[config.mk]
export PLATFORM = sky130hd
export DESIGN_NAME = seq_mag_comparator
export DESIGN_NICKNAME = d
export VERILOG_FILES = /design/src/rtl/seq_cmp_pkg.sv /design/src/rtl/seq_mag_comparator_cmp_bit_cell.sv /design/src/rtl/seq_mag_comparator.sv
export SDC_FILE = /design/constraint.sdc
export NUM_CORES = 1
export LEC_CHECK = 0
export ABC_AREA = 1
export CAP_MARGIN = 20
export CORE_MARGIN = 4
export CORE_UTILIZATION = 38
export DETAILED_ROUTE_END_ITERATION = 10
export PLACE_DENSITY_LB_ADDON = 0.25
export REMOVE_ABC_BUFFERS = 1
export SLEW_MARGIN = 20
export SYNTH_ARGS = -nofsm -noshare
export SYNTH_HDL_FRONTEND = slang
export SYNTH_SLANG_ARGS = --single-unit
[constraint.sdc]
create_clock -name clk -period 2.1 [get_ports clk]
set_input_delay 0.42 -clock clk [delete_from_list [all_inputs] [get_ports clk]]
set_output_delay 0.42 -clock clk [all_outputs]
set_load 0.005 [all_outputs]
[src/rtl/seq_cmp_pkg.sv]
// Shared types and constants for the bit-serial magnitude comparator.
package seq_cmp_pkg;

    // Controller states. Code 2'd3 is unused and falls back to IDLE.
    typedef enum logic [1:0] {
        ST_IDLE = 2'd0,
        ST_SCAN = 2'd1,
        ST_DONE = 2'd2
    } state_e;

    // Result flags packed as {lt, eq, gt}; exactly one bit is set after a compare.
    localparam logic [2:0] RES_NONE = 3'b000;
    localparam logic [2:0] RES_LT   = 3'b100;
    localparam logic [2:0] RES_EQ   = 3'b010;
    localparam logic [2:0] RES_GT   = 3'b001;

endpackage

[src/rtl/seq_mag_comparator_cmp_bit_cell.sv]
// One-bit magnitude cell. 'invert' swaps the gt/lt polarity so the
// sign bit of a two's-complement operand compares the right way round.
module cmp_bit_cell (
    input  logic x,
    input  logic y,
    input  logic invert,
    output logic x_gt,
    output logic x_lt,
    output logic neq
);

    logic raw_gt;
    logic raw_lt;

    assign raw_gt = x & ~y;
    assign raw_lt = ~x & y;

    // A set sign bit means negative, so under inversion a 1 loses.
    always_comb begin
        x_gt = invert ? raw_lt : raw_gt;
        x_lt = invert ? raw_gt : raw_lt;
        neq  = x ^ y;
    end

endmodule

[src/rtl/seq_mag_comparator.sv]
// Bit-serial MSB-first magnitude comparator with start/busy/done handshake.
// Scans one bit per clock and stops at the first differing bit.
module seq_mag_comparator
    import seq_cmp_pkg::*;
#(
    parameter int WIDTH = 8
) (
    input  logic             clk,
    input  logic             rst,
    input  logic             start,
    input  logic [WIDTH-1:0] a,
    input  logic [WIDTH-1:0] b,
    input  logic             signed_mode,
    output logic             busy,
    output logic             done,
    output logic             lt,
    output logic             eq,
    output logic             gt
);

    localparam int IDX_W = $clog2(WIDTH);
    localparam logic [IDX_W-1:0] IDX_MSB = IDX_W'(WIDTH - 1);

    state_e             state_q, state_d;
    logic [IDX_W-1:0]   idx_q, idx_d;
    logic [WIDTH-1:0]   a_q, a_d;
    logic [WIDTH-1:0]   b_q, b_d;
    logic               sm_q, sm_d;
    logic [2:0]         res_q, res_d;

    logic bit_a, bit_b, inv;
    logic c_gt, c_lt, c_neq;

    // Selected bit pair; only the sign bit of a signed compare is inverted.
    assign bit_a = a_q[idx_q];
    assign bit_b = b_q[idx_q];
    assign inv   = sm_q && (idx_q == IDX_MSB);

    cmp_bit_cell u_cell (
        .x      (bit_a),
        .y      (bit_b),
        .invert (inv),
        .x_gt   (c_gt),
        .x_lt   (c_lt),
        .neq    (c_neq)
    );

    // Next-state, index and result logic.
    always_comb begin
        state_d = state_q;
        idx_d   = idx_q;
        a_d     = a_q;
        b_d     = b_q;
        sm_d    = sm_q;
        res_d   = res_q;
        unique case (state_q)
            ST_IDLE: begin
                if (start) begin
                    a_d     = a;
                    b_d     = b;
                    sm_d    = signed_mode;
                    idx_d   = IDX_MSB;
                    res_d   = RES_NONE;
                    state_d = ST_SCAN;
                end
            end
            ST_SCAN: begin
                if (c_neq) begin
                    res_d   = c_gt ? RES_GT : (c_lt ? RES_LT : RES_NONE);
                    state_d = ST_DONE;
                end else if (idx_q == '0) begin
                    res_d   = RES_EQ;
                    state_d = ST_DONE;
                end else begin
                    idx_d = idx_q - 1'b1;
                end
            end
            ST_DONE: begin
                state_d = ST_IDLE;
            end
            default: begin
                state_d = ST_IDLE;
            end
        endcase
    end

    // State and datapath registers with synchronous reset.
    always_ff @(posedge clk) begin
        if (rst) begin
            state_q <= ST_IDLE;
            idx_q   <= '0;
            a_q     <= '0;
            b_q     <= '0;
            sm_q    <= 1'b0;
            res_q   <= RES_NONE;
        end else begin
            state_q <= state_d;
            idx_q   <= idx_d;
            a_q     <= a_d;
            b_q     <= b_d;
            sm_q    <= sm_d;
            res_q   <= res_d;
        end
    end

    assign busy = (state_q == ST_SCAN);
    assign done = (state_q == ST_DONE);
    assign lt   = res_q[2];
    assign eq   = res_q[1];
    assign gt   = res_q[0];

endmodule

==> results.py <==
# Metrics from the implementation run
metrics = {
    "outcome": {
        "outcome": "finished clean",
    },
    "placement": {
        "place_area_um2": 1520,
        "numPortBuffers": 24,
        "placedCellCount": 239,
        "gp_congestion": 0.835,
        "pre_cts_slack_ns": 0.0446,
    },
    "floorplan": {
        "die_h_um": 65.6,
        "tapCellCount": 44,
        "initCoreUtil": 0.404,
        "fp-row-count": 20,
        "core_um2": 3130,
        "die_area_um2": 4310,
        "pin_count": 25,
    },
    "clocking": {
        "numCtsBuffers": 3,
        "htreeDepth": 1,
        "ctsResizeCount": 0,
        "clk_latency_ns": 0.32,
        "cts-root-buf": "clkbuf_4",
        "cts_tree": "done",
        "cts_setup_buffers": 0,
        "cts_hold_buf": 0,
    },
    "yosys": {
        "ys_sh_xor": 0,
        "synth_area_um2": 1260,
        "ys_sh_simple": 0.306,
        "ys_area_um2": 1260,
        "top_cell_area_share": 0.396,
        "edf_count": 0,
        "ys_top_logic_family": "simple AND/OR/NAND/NOR gates",
        "ys_warn_count": 0,
        "synth_flops": 25,
        "yosys.area.top_type": "dfxtp_1",
        "synth-cells-yosys": 175,
        "adder_share": 0.0496,
        "top_cell": "nor2_1",
        "synth-async-reset-ratio": 0,
        "ys_seq_frac": 0.396,
        "synth.area.top_cells": "dfxtp_1, nor2_1, o21ai_0",
        "ys_sh_aoi": 0.161,
        "synth_cell_types": 22,
        "synth-main-ff-cell": "dfxtp_1",
        "ys_sh_mux": 0,
        "synth_cells": 175,
    },
    "min_path": {
        "min_path_cells": 2,
        "worstHoldPathType": "reg -> reg",
    },
    "worst_setup_path": {
        "critPathKind": "reg -> reg",
        "start_kind": "flip-flop",
        "worstSetupEndpointType": "flip-flop",
        "rr_endpoint": "res_q[2]",
        "worstSetupPathDepth": 11,
        "slowest_stage": "dfxtp_4",
        "path_cells": "inv_2 -> nor2_1 -> o21ai_0 -> nand2_1 -> o21ai_1 -> ha_2 -> inv_1 -> nand3_1 -> a21oi_1 -> nand3_1 -> a21oi_1",
        "critPathTopFamily": "AND-OR/OR-AND gates",
        "r2r_start": "idx_q[0]",
        "r2r_cells": 11,
        "crit_buf_inv": 2,
        "slowest_delay_ns": 0.40,
        "required_ns": 2.37,
        "cp-startpoint": "idx_q[0]",
        "rrSetupSlack_ns": 0.12,
        "cp.arrival_ns": 2.25,
    },
    "grt": {
        "first_global_vias": 1061,
        "grt_pass1_wl_um": 4550,
        "grt_usage": 0.134,
        "gr-usage-met1": 0.158,
        "met2_usage": 0.228,
        "grt.overflow.total": 0,
        "grt_start_max_net_pins": 23,
        "antenna_found_initial": 0,
    },
    "final_timing": {
        "finalCritPeriodShare": 0.943,
        "finalHoldViolations": 0,
        "worst_slack_ns": 0.119,
        "finClkSkew_ns": 0.00385,
        "worst_pin_slew_ns": 0.317,
        "tns_ns": 0,
        "fin_hold_ws_ns": 0.478,
        "fmax_mhz": 505,
    },
    "route": {
        "drt-pass1-iter-count": 4,
        "drc": 0,
        "wirelength_um": 2620,
        "wl_met2_um": 1230,
        "viasPerCell": 4.66,
        "met1Wirelength_um": 1230,
        "wl_per_cell_um": 10.8,
        "wl_met3_um": 102,
    },
    "cells_and_area": {
        "syn2layout_area_growth_pct": 23.4,
        "lay_top_count": "nor2_1",
        "buffers": 27,
        "num-fill-cells": 333,
        "num-clock-buffers": 4,
        "clk_share": 0.0169,
        "comb_share": 0.420,
        "utilization": 0.498,
        "flop_area_um2": 505,
        "logic_gates": 130,
        "lay_top_cells": "nor2_1, clkdlybuf4s50_1, dfxtp_1, o21ai_0, nand2_1",
        "post-route-cell-area_um2": 1560,
        "logic_area_um2": 654,
        "nNetsFinal": 225,
        "final_layout_size_suffix_gt1_frac": 0.111,
        "flops": 25,
        "biggestCellCategory": "multi-input combinational cells",
    },
    "pwr": {
        "maxPowerGroup": "sequential cells",
        "power_mw": 1.36,
        "switching_share": 0.382,
        "p_clk_uw": 223,
        "switching_power_uw": 521,
        "clkPwrFrac": 0.164,
        "leakage_nw": 0.637,
        "comb_cell_power_uw": 530,
        "powerSeq_uw": 611,
        "p_per_area_nw_per_um2": 876,
        "comb_power_share": 0.389,
        "seqPwrFrac": 0.448,
    },
}
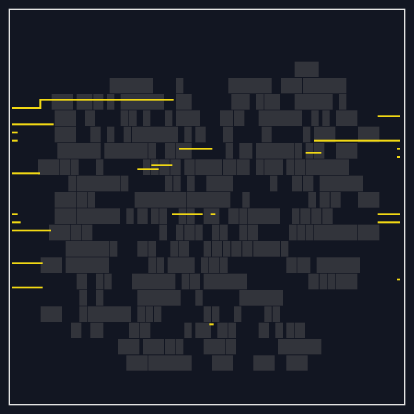
*Met3 routing*
(6 px per µm)
- longest straight run: 22.1 µm
- main direction: horizontal
- wire length on this layer: 103 µm

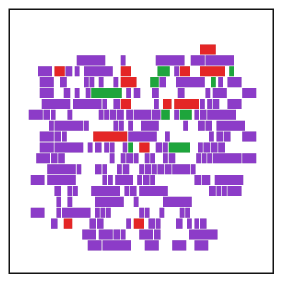
*Sizing map*
(4 px per µm)
- purple: x1 and smaller (cells 177; most used nor2_1)
- green: x2 (cells 9; most used inv_2)
- red: x3 and x4 (cells 13)

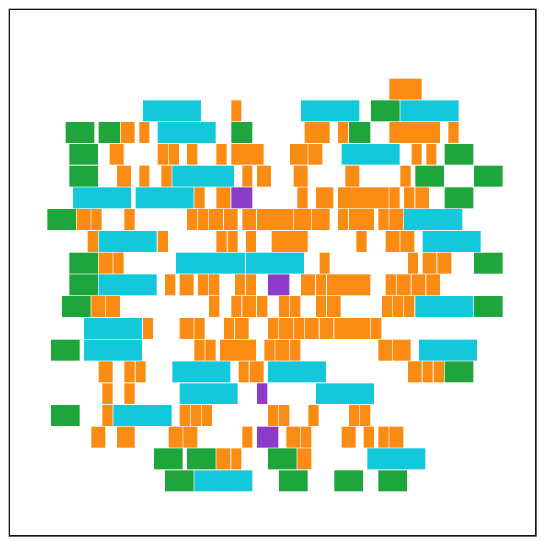
*Cell classes on the final placement*
(8 px per µm)
- cyan: registers (cells 25)
- orange: remaining logic cells (cells 143)
- purple: clock drivers and dummy loads (cells 4)
- green: remaining buffers and delay cells (cells 27)

No activity file was given, so power comes from the tool's default toggle rates.
